### Supply network

Bar = 50 um. Pins as bars on the die edge.
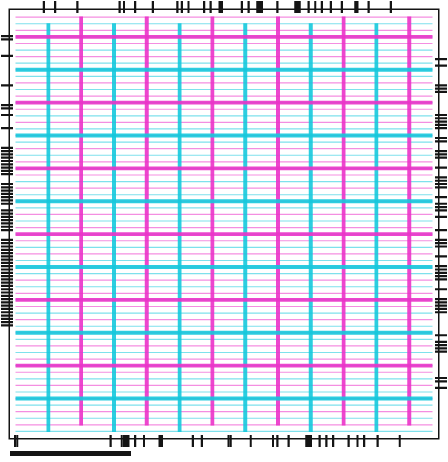
### Cell classes on the final placement

Bar = 50 um.
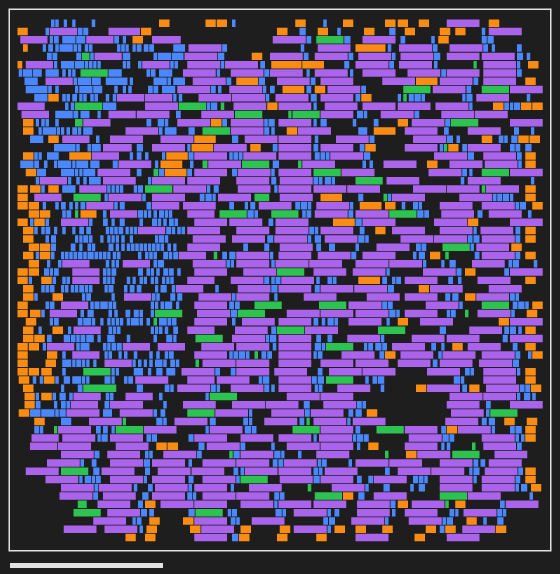
[config.mk]
export PLATFORM = sky130hd
export DESIGN_NAME = fetch_prefetch_unit
export DESIGN_NICKNAME = d
export VERILOG_FILES = /design/src/rtl/fetch_prefetch_unit_pkg.sv /design/src/rtl/fetch_prefetch_unit_sync_fifo.sv /design/src/rtl/fetch_prefetch_unit.sv
export SDC_FILE = /design/constraint.sdc
export NUM_CORES = 1
export LEC_CHECK = 0
export ABC_AREA = 1
export CORE_MARGIN = 2
export CORE_UTILIZATION = 57
export CTS_CLUSTER_DIAMETER = 80
export DETAILED_ROUTE_END_ITERATION = 10
export GPL_TIMING_DRIVEN = 0
export PLACE_DENSITY_LB_ADDON = 0.15
export REMOVE_ABC_BUFFERS = 1
export SYNTH_ARGS = -nofsm -noshare
export SYNTH_HDL_FRONTEND = slang
export SYNTH_SLANG_ARGS = --single-unit
[constraint.sdc]
create_clock -name clk -period 4.9 [get_ports clk]
set_input_delay 0.49 -clock clk [delete_from_list [all_inputs] [get_ports clk]]
set_output_delay 0.49 -clock clk [all_outputs]
set_load 0.03 [all_outputs]
[src/rtl/fetch_prefetch_unit_pkg.sv]
// Shared types and constants for the instruction fetch / prefetch stage.
package fetch_prefetch_unit_pkg;

    localparam int ILEN = 32;
    localparam logic [ILEN-1:0] NOP_INSTR = 32'h0000_0013;
    localparam int DEFAULT_DEPTH = 4;

    typedef struct packed {
        logic [ILEN-1:0] pc;
        logic [ILEN-1:0] instr;
        logic            misalign;
    } fetch_entry_t;

    // Counters must hold the value DEPTH itself, not just DEPTH-1.
    function automatic int cnt_width(input int depth);
        return $clog2(depth + 1);
    endfunction

endpackage

[src/rtl/fetch_prefetch_unit_sync_fifo.sv]
// Single-clock FIFO with flush; DEPTH must be a power of two so pointers wrap naturally.
module sync_fifo #(
    parameter int WIDTH = 32,
    parameter int DEPTH = 4
) (
    input  logic                       clk,
    input  logic                       reset,
    input  logic                       flush,
    input  logic                       push,
    input  logic [WIDTH-1:0]           push_data,
    input  logic                       pop,
    output logic [WIDTH-1:0]           pop_data,
    output logic [$clog2(DEPTH+1)-1:0] count,
    output logic                       full,
    output logic                       empty
);
    localparam int PTR_W = $clog2(DEPTH);
    localparam int CNT_W = $clog2(DEPTH + 1);

    logic [WIDTH-1:0] mem [DEPTH];
    logic [PTR_W-1:0] rd_ptr;
    logic [PTR_W-1:0] wr_ptr;
    logic             do_push;
    logic             do_pop;

    assign empty    = (count == '0);
    assign full     = (count == CNT_W'(DEPTH));
    assign do_pop   = pop && !empty && !flush;
    // A full FIFO still takes a push when the head leaves in the same cycle.
    assign do_push  = push && !flush && (!full || do_pop);
    assign pop_data = mem[rd_ptr];

    always_ff @(posedge clk or negedge reset) begin
        if (!reset) begin
            rd_ptr <= '0;
            wr_ptr <= '0;
            count  <= '0;
        end else if (flush) begin
            rd_ptr <= '0;
            wr_ptr <= '0;
            count  <= '0;
        end else begin
            if (do_push) wr_ptr <= wr_ptr + 1'b1;
            if (do_pop)  rd_ptr <= rd_ptr + 1'b1;
            count <= count + CNT_W'(do_push) - CNT_W'(do_pop);
        end
    end

    always_ff @(posedge clk) begin
        if (do_push) mem[wr_ptr] <= push_data;
    end

endmodule

[src/rtl/fetch_prefetch_unit.sv]
// Instruction fetch stage with prefetch queue and redirect flushing.
// Optional misaligned-redirect trap enabled by defining FETCH_MISALIGN_TRAP_EN.
module fetch_prefetch_unit
    import fetch_prefetch_unit_pkg::*;
#(
    parameter int              XLEN     = ILEN,
    parameter int              DEPTH    = DEFAULT_DEPTH,
    parameter logic [XLEN-1:0] RESET_PC = '0
) (
    input  logic            clk,
    input  logic            reset,
    input  logic            redirect_valid,
    input  logic [XLEN-1:0] redirect_pc,
    output logic            imem_req,
    output logic [XLEN-1:0] imem_addr,
    input  logic            imem_gnt,
    input  logic            imem_rvalid,
    input  logic [XLEN-1:0] imem_rdata,
    output logic            if_valid,
    input  logic            if_ready,
    output logic [XLEN-1:0] if_pc,
    output logic [XLEN-1:0] if_instr,
    output logic            if_misalign
);
    localparam int               CNT_W   = cnt_width(DEPTH);
    localparam logic [CNT_W:0]   CREDITS = (CNT_W + 1)'(DEPTH);

    logic [XLEN-1:0]  pc;
    logic [XLEN-1:0]  redirect_target;
    logic [XLEN-1:0]  tag_head;
    logic [CNT_W-1:0] inflight;
    logic [CNT_W-1:0] drop_cnt;
    logic [CNT_W-1:0] q_count;
    logic [CNT_W-1:0] tag_count;
    logic [CNT_W:0]   credit_used;
    logic             halted;
    logic             grant;
    logic             rsp_fire;
    logic             q_push;
    logic             q_pop;
    logic             marker_push;
    logic             q_full;
    logic             q_empty;
    logic             tag_full;
    logic             tag_empty;
    fetch_entry_t     q_push_data;
    fetch_entry_t     q_head;

    // Queued plus outstanding fetches never exceed DEPTH, so responses always fit.
    assign credit_used = {1'b0, q_count} + {1'b0, inflight};
    assign imem_req    = reset && !redirect_valid && !halted && (credit_used < CREDITS);
    assign imem_addr   = pc;
    assign grant       = imem_req && imem_gnt;
    assign rsp_fire    = imem_rvalid && (inflight != '0);

    assign q_push   = (rsp_fire && (drop_cnt == '0) && !redirect_valid) || marker_push;
    assign q_pop    = if_valid && if_ready && !redirect_valid;
    assign if_valid = (q_count != '0);
    assign if_pc    = q_head.pc;
    assign if_instr = q_head.instr;

`ifdef FETCH_MISALIGN_TRAP_EN
    logic            marker_pending;
    logic [XLEN-1:0] trap_pc;

    assign redirect_target = redirect_pc;
    // The marker waits until every stale response has drained and decode has emptied the queue.
    assign marker_push = marker_pending && (drop_cnt == '0) && q_empty && !redirect_valid;
    assign q_push_data = marker_push ? {trap_pc, NOP_INSTR, 1'b1}
                                     : {tag_head, imem_rdata, 1'b0};
    assign if_misalign = q_head.misalign;

    always_ff @(posedge clk or negedge reset) begin
        if (!reset) begin
            halted         <= 1'b0;
            marker_pending <= 1'b0;
            trap_pc        <= '0;
        end else if (redirect_valid) begin
            halted         <= (redirect_pc[1:0] != 2'b00);
            marker_pending <= (redirect_pc[1:0] != 2'b00);
            trap_pc        <= redirect_pc;
        end else if (marker_push) begin
            marker_pending <= 1'b0;
        end
    end
`else
    assign redirect_target = {redirect_pc[XLEN-1:2], 2'b00};
    assign halted          = 1'b0;
    assign marker_push     = 1'b0;
    assign q_push_data     = {tag_head, imem_rdata, 1'b0};
    assign if_misalign     = 1'b0;
`endif

    logic unused_ok;
    assign unused_ok = &{1'b0, q_full, q_empty, tag_full, tag_empty, tag_count,
                         redirect_pc[1:0], q_head.misalign};

    // Every response still outstanding at a redirect belongs to the old path and is dropped.
    always_ff @(posedge clk or negedge reset) begin
        if (!reset) begin
            pc       <= RESET_PC;
            inflight <= '0;
            drop_cnt <= '0;
        end else begin
            inflight <= inflight + CNT_W'(grant) - CNT_W'(rsp_fire);
            if (redirect_valid) begin
                pc       <= redirect_target;
                drop_cnt <= inflight - CNT_W'(rsp_fire);
            end else begin
                if (grant) pc <= pc + XLEN'(4);
                if (rsp_fire && (drop_cnt != '0)) drop_cnt <= drop_cnt - 1'b1;
            end
        end
    end

    sync_fifo #(.WIDTH($bits(fetch_entry_t)), .DEPTH(DEPTH)) u_queue (
        .clk       (clk),
        .reset     (reset),
        .flush     (redirect_valid),
        .push      (q_push),
        .push_data (q_push_data),
        .pop       (q_pop),
        .pop_data  (q_head),
        .count     (q_count),
        .full      (q_full),
        .empty     (q_empty)
    );

    // Tags are never flushed: dropped responses still consume their tag.
    sync_fifo #(.WIDTH(XLEN), .DEPTH(DEPTH)) u_tags (
        .clk       (clk),
        .reset     (reset),
        .flush     (1'b0),
        .push      (grant),
        .push_data (pc),
        .pop       (rsp_fire),
        .pop_data  (tag_head),
        .count     (tag_count),
        .full      (tag_full),
        .empty     (tag_empty)
    );

endmodule

==> Changelog: implementation <==
### Changed

* Worst min-delay path category: input pin to async pin
* Antenna Violating Nets Remaining at 0
* MUX share of area at 0.0586%
* TritonCTS clock tree: done
* Final Hold Slack at 0.463 ns
* Delay-heaviest family, CP: buffers and inverters
* Overall routed net length at 35,400 um
* Count of flip-flops with a built-in enable after synthesis at 368
* Highest clock frequency the design can meet at 0.249 GHz
* Cell resize tally after clock tree synthesis at 0
* Synthesized registers at 418
* Number of max-slew violations in the final report at 0
* Critical path class: register to output port
* Worst Path Required at 4.41 ns
* Library cell with the largest summed area after synthesis: edfxtp_1
* Area of the multi-input gates at 4200 um^2
* First-pass GRT wire length at 56,300 um
* Count of buffers from port buffering at 161
* Count of standard-cell rows at 63
* Number of antenna violations at the first check in global routing at 0
* Finish-stage setup viols at 0
* Area grow syn2layout at 20.6%
* Unique masters post-synth at 34
* Number of global-route vias before repair at 11,000
* Setup repair after global routing missed its margin: no
* Post-detailed-route via-to-cell ratio at 5.62
* Top cells by area: edfxtp_1 65%, dfrtp_1 7.3%, o21ai_0 5.7%
* Weighted congestion at the end of routability-driven global placement at 0.886
* CP cell instances: buf_16 -> clkinv_4 -> o21ai_0 -> o22ai_1 -> clkdlybuf4s50_1
* Crit path max-delay cell type: clkinv_4
* Clk buf depth at 3
* Final net count at 1,661
* Share of flip-flops with an asynchronous set or reset at 12.0%
* Number of warnings in the stage logs at 36
* Sequential share of the synthesized area at 72.1%
* Number of buffers created by CTS at 42
* XOR/XNOR Area Share at 0.872%
* Compound-Gate Fraction of Synth Area at 9.47%
* Areal power density over the cells at 529 nW/um^2
* Crit path DAT at 3.53 ns
* Clock Skew at 0.0162 ns
* Boundary Pins at 169
* Number of clock sinks at 418
* Post-CTS setup-driven buffer insertion count at 0
* GRT Residual Overflow at 0
* Count of maximum capacitance violations at 0
* Root cell of the clock tree: clkbuf_16
* Largest stage delay on the critical path at 0.70 ns
* Sum of buffers and inverters on the critical path at 3
* Final HPWL from detailed placement at 21,200 um
* Core utilization before placement at 57.7%
* DRC violations left at 0
* Antenna diodes at 0
* Worst Setup End Kind: output port
* Post-CTS Hold Fix Bufs at 1
* Overall via count from detail_route at 11,200
* Tightest slew margin relative to the limit at 26.7%
* Tmin final at 4.02 ns
* Main flop type after synthesis: edfxtp_1
* Fraction of layout instances using a drive strength above 1 at 6.13%
* Clock Latency Late Sink at 0.53 ns
* Pin count of the biggest net entering global routing at 126
* CP max FO at 125
* Synthesized netlist cell count at 1,414
* Yosys-reported design area after synthesis at 17,100 um^2
* Top-area cell share at 64.7%
* Total global-route track usage at 23.1%
* Total power of the final layout at 10.9 mW
* Simple-Gate Area Share at 11.8%
* Number of fill cells in the layout at 2,055
* Initial DRT Pass Iterations at 6
* Yosys Warn Count at 0
* Outcome: completed
Back to the opening pictures, 'Supply network':
- cyan: VSS
- magenta: VDD
- met5 straps: 12
- met4 straps: 12
- signal pins: 169
- met1 rails: 64
total core area: 29,600 um^2
maximum ir drop on the vdd rail: 0.351 mV
Die Span X: 177 um
y dimension of the die: 177 um

Back to the opening pictures, 'Cell classes on the final placement':
- blue: combinational and other logic (cells 925; share of their area 22%)
- orange: remaining buffers and delay cells (cells 180; share of their area 9.9%)
- green: clock drivers and dummy loads (cells 75; share of their area 6.4%)
- purple: sequential cells (cells 418; share of their area 61%)
register share of the cell area: 59.8%
Final Cell Area: 20,600 um^2
core utilization of the finished layout: 69.6%

-- layout by cell type, fill, tap and decap left out, types with 11 or more instances in the layout --
cell type	instances
edfxtp_1	368
nor2_1	231
o21ai_0	193
nand2_1	176
clkdlybuf4s50_1	159
o22ai_1	92
inv_1	77
nand3_1	70
dfrtp_1	47
clkbuf_16	45
ha_1	21
buf_12	15
clkinv_1	12
clkbuf_1	11
-- registers in the layout, summed over array words and instances (netlist names), 3 cells and up --
| name | cells |
|---|---|
| inflight | 3 |
| u_queue.mem | 248 |
| u_tags.count | 3 |
| u_tags.mem | 120 |
| imem_addr | 30 |
| drop_cnt | 3 |
| u_queue.count | 3 |
-- power by group --
group	switching, mW	internal [mW]
combinational	2.05	1.13
clock	1.25	1.74
sequential	0.328	4.40
-- path summary, 6_finish.rpt --
check                                   from           endpoint  slack, ns  depth (start not counted)
min in group clk                 drop_cnt[1]        drop_cnt[1]       0.52                          2
min                                    reset  u_queue.wr_ptr[1]       0.46                          2
max in group asynchronous              reset      imem_addr[28]       3.88                          3
max                        u_queue.rd_ptr[0]          if_pc[29]       0.88                          5
max reg2reg                      inflight[2]  u_tags.mem[0][12]       1.98                          7
min reg2reg                      drop_cnt[1]        drop_cnt[1]       0.52                          2
-- cells in the mapped netlist, drive strengths merged (3+ instances only) --
cell and n:
o22ai 92, nand2 178, dfrtp 50, buf 27
o21bai 7, clkbuf 48, ha 21, o21ai 193
fa 3, nand3 71, nor2 245, xor2 8
edfxtp 368, a21oi 3, inv 79, xnor2 9
-- cell type report --
class | count | share of cell area, %
flip-flops and latches | 418 | 59.8
clock inverters | 18 | 0.529
inverters | 81 | 1.51
clock buffers | 57 | 5.74
well taps | 390 | 2.37
repair buffers | 180 | 9.63
multi-input cells | 844 | 20.4
-- through the flow --
stage | instances | setup TNS, ns | utilization [%] | instance area [um^2] | worst slack [ns]
global route | 1988 | 0 | 69.6 | 20600 | 0.560
detailed placement | 1912 | 0 | 65.2 | 19300 | 1.33
CTS | 1988 | 0 | 69.6 | 20600 | 0.845
floorplan | 1343 | -44.40 | - | 16700 | -0.716
global placement | 1894 | -1522.81 | 63.7 | 18800 | -4.47
finish | 1988 | 0 | 69.6 | 20600 | 0.883
-- worst register-to-register path, stage by stage (launching register included) --
cell and delay (ns):
dfrtp_1 0.43, ha_1 0.31, nor2_1 0.08, nand2_1 0.12, nor3_4 0.54, nand2_1 0.46
nor2_4 0.42, buf_12 0.25
-- layer usage --
layer / share of wire [%] / vias to the layer above / GRT usage (%) / routed length [um]
met4: 1.6 / 0 / 6.03 / 577
met5: 0 / - / 0 / 0
li1: - / 5314 / - / -
met1: 43 / 5444 / 31.5 / 15300
met3: 6.7 / 47 / 3.72 / 2370
met2: 48 / 358 / 38.9 / 17100
-- cells by family (layout without fill, tap and decap cells) --
group,after synthesis,after routing
flip-flops,418,418
AND/OR/NAND/NOR,501,501
AND-OR/OR-AND,296,296
multiplexers,1,1
XOR/XNOR,17,17
other,1,5
buffers and inverters,156,336
adder cells (fa/ha/maj),24,24
No activity file was given, so power comes from the tool's default toggle rates.
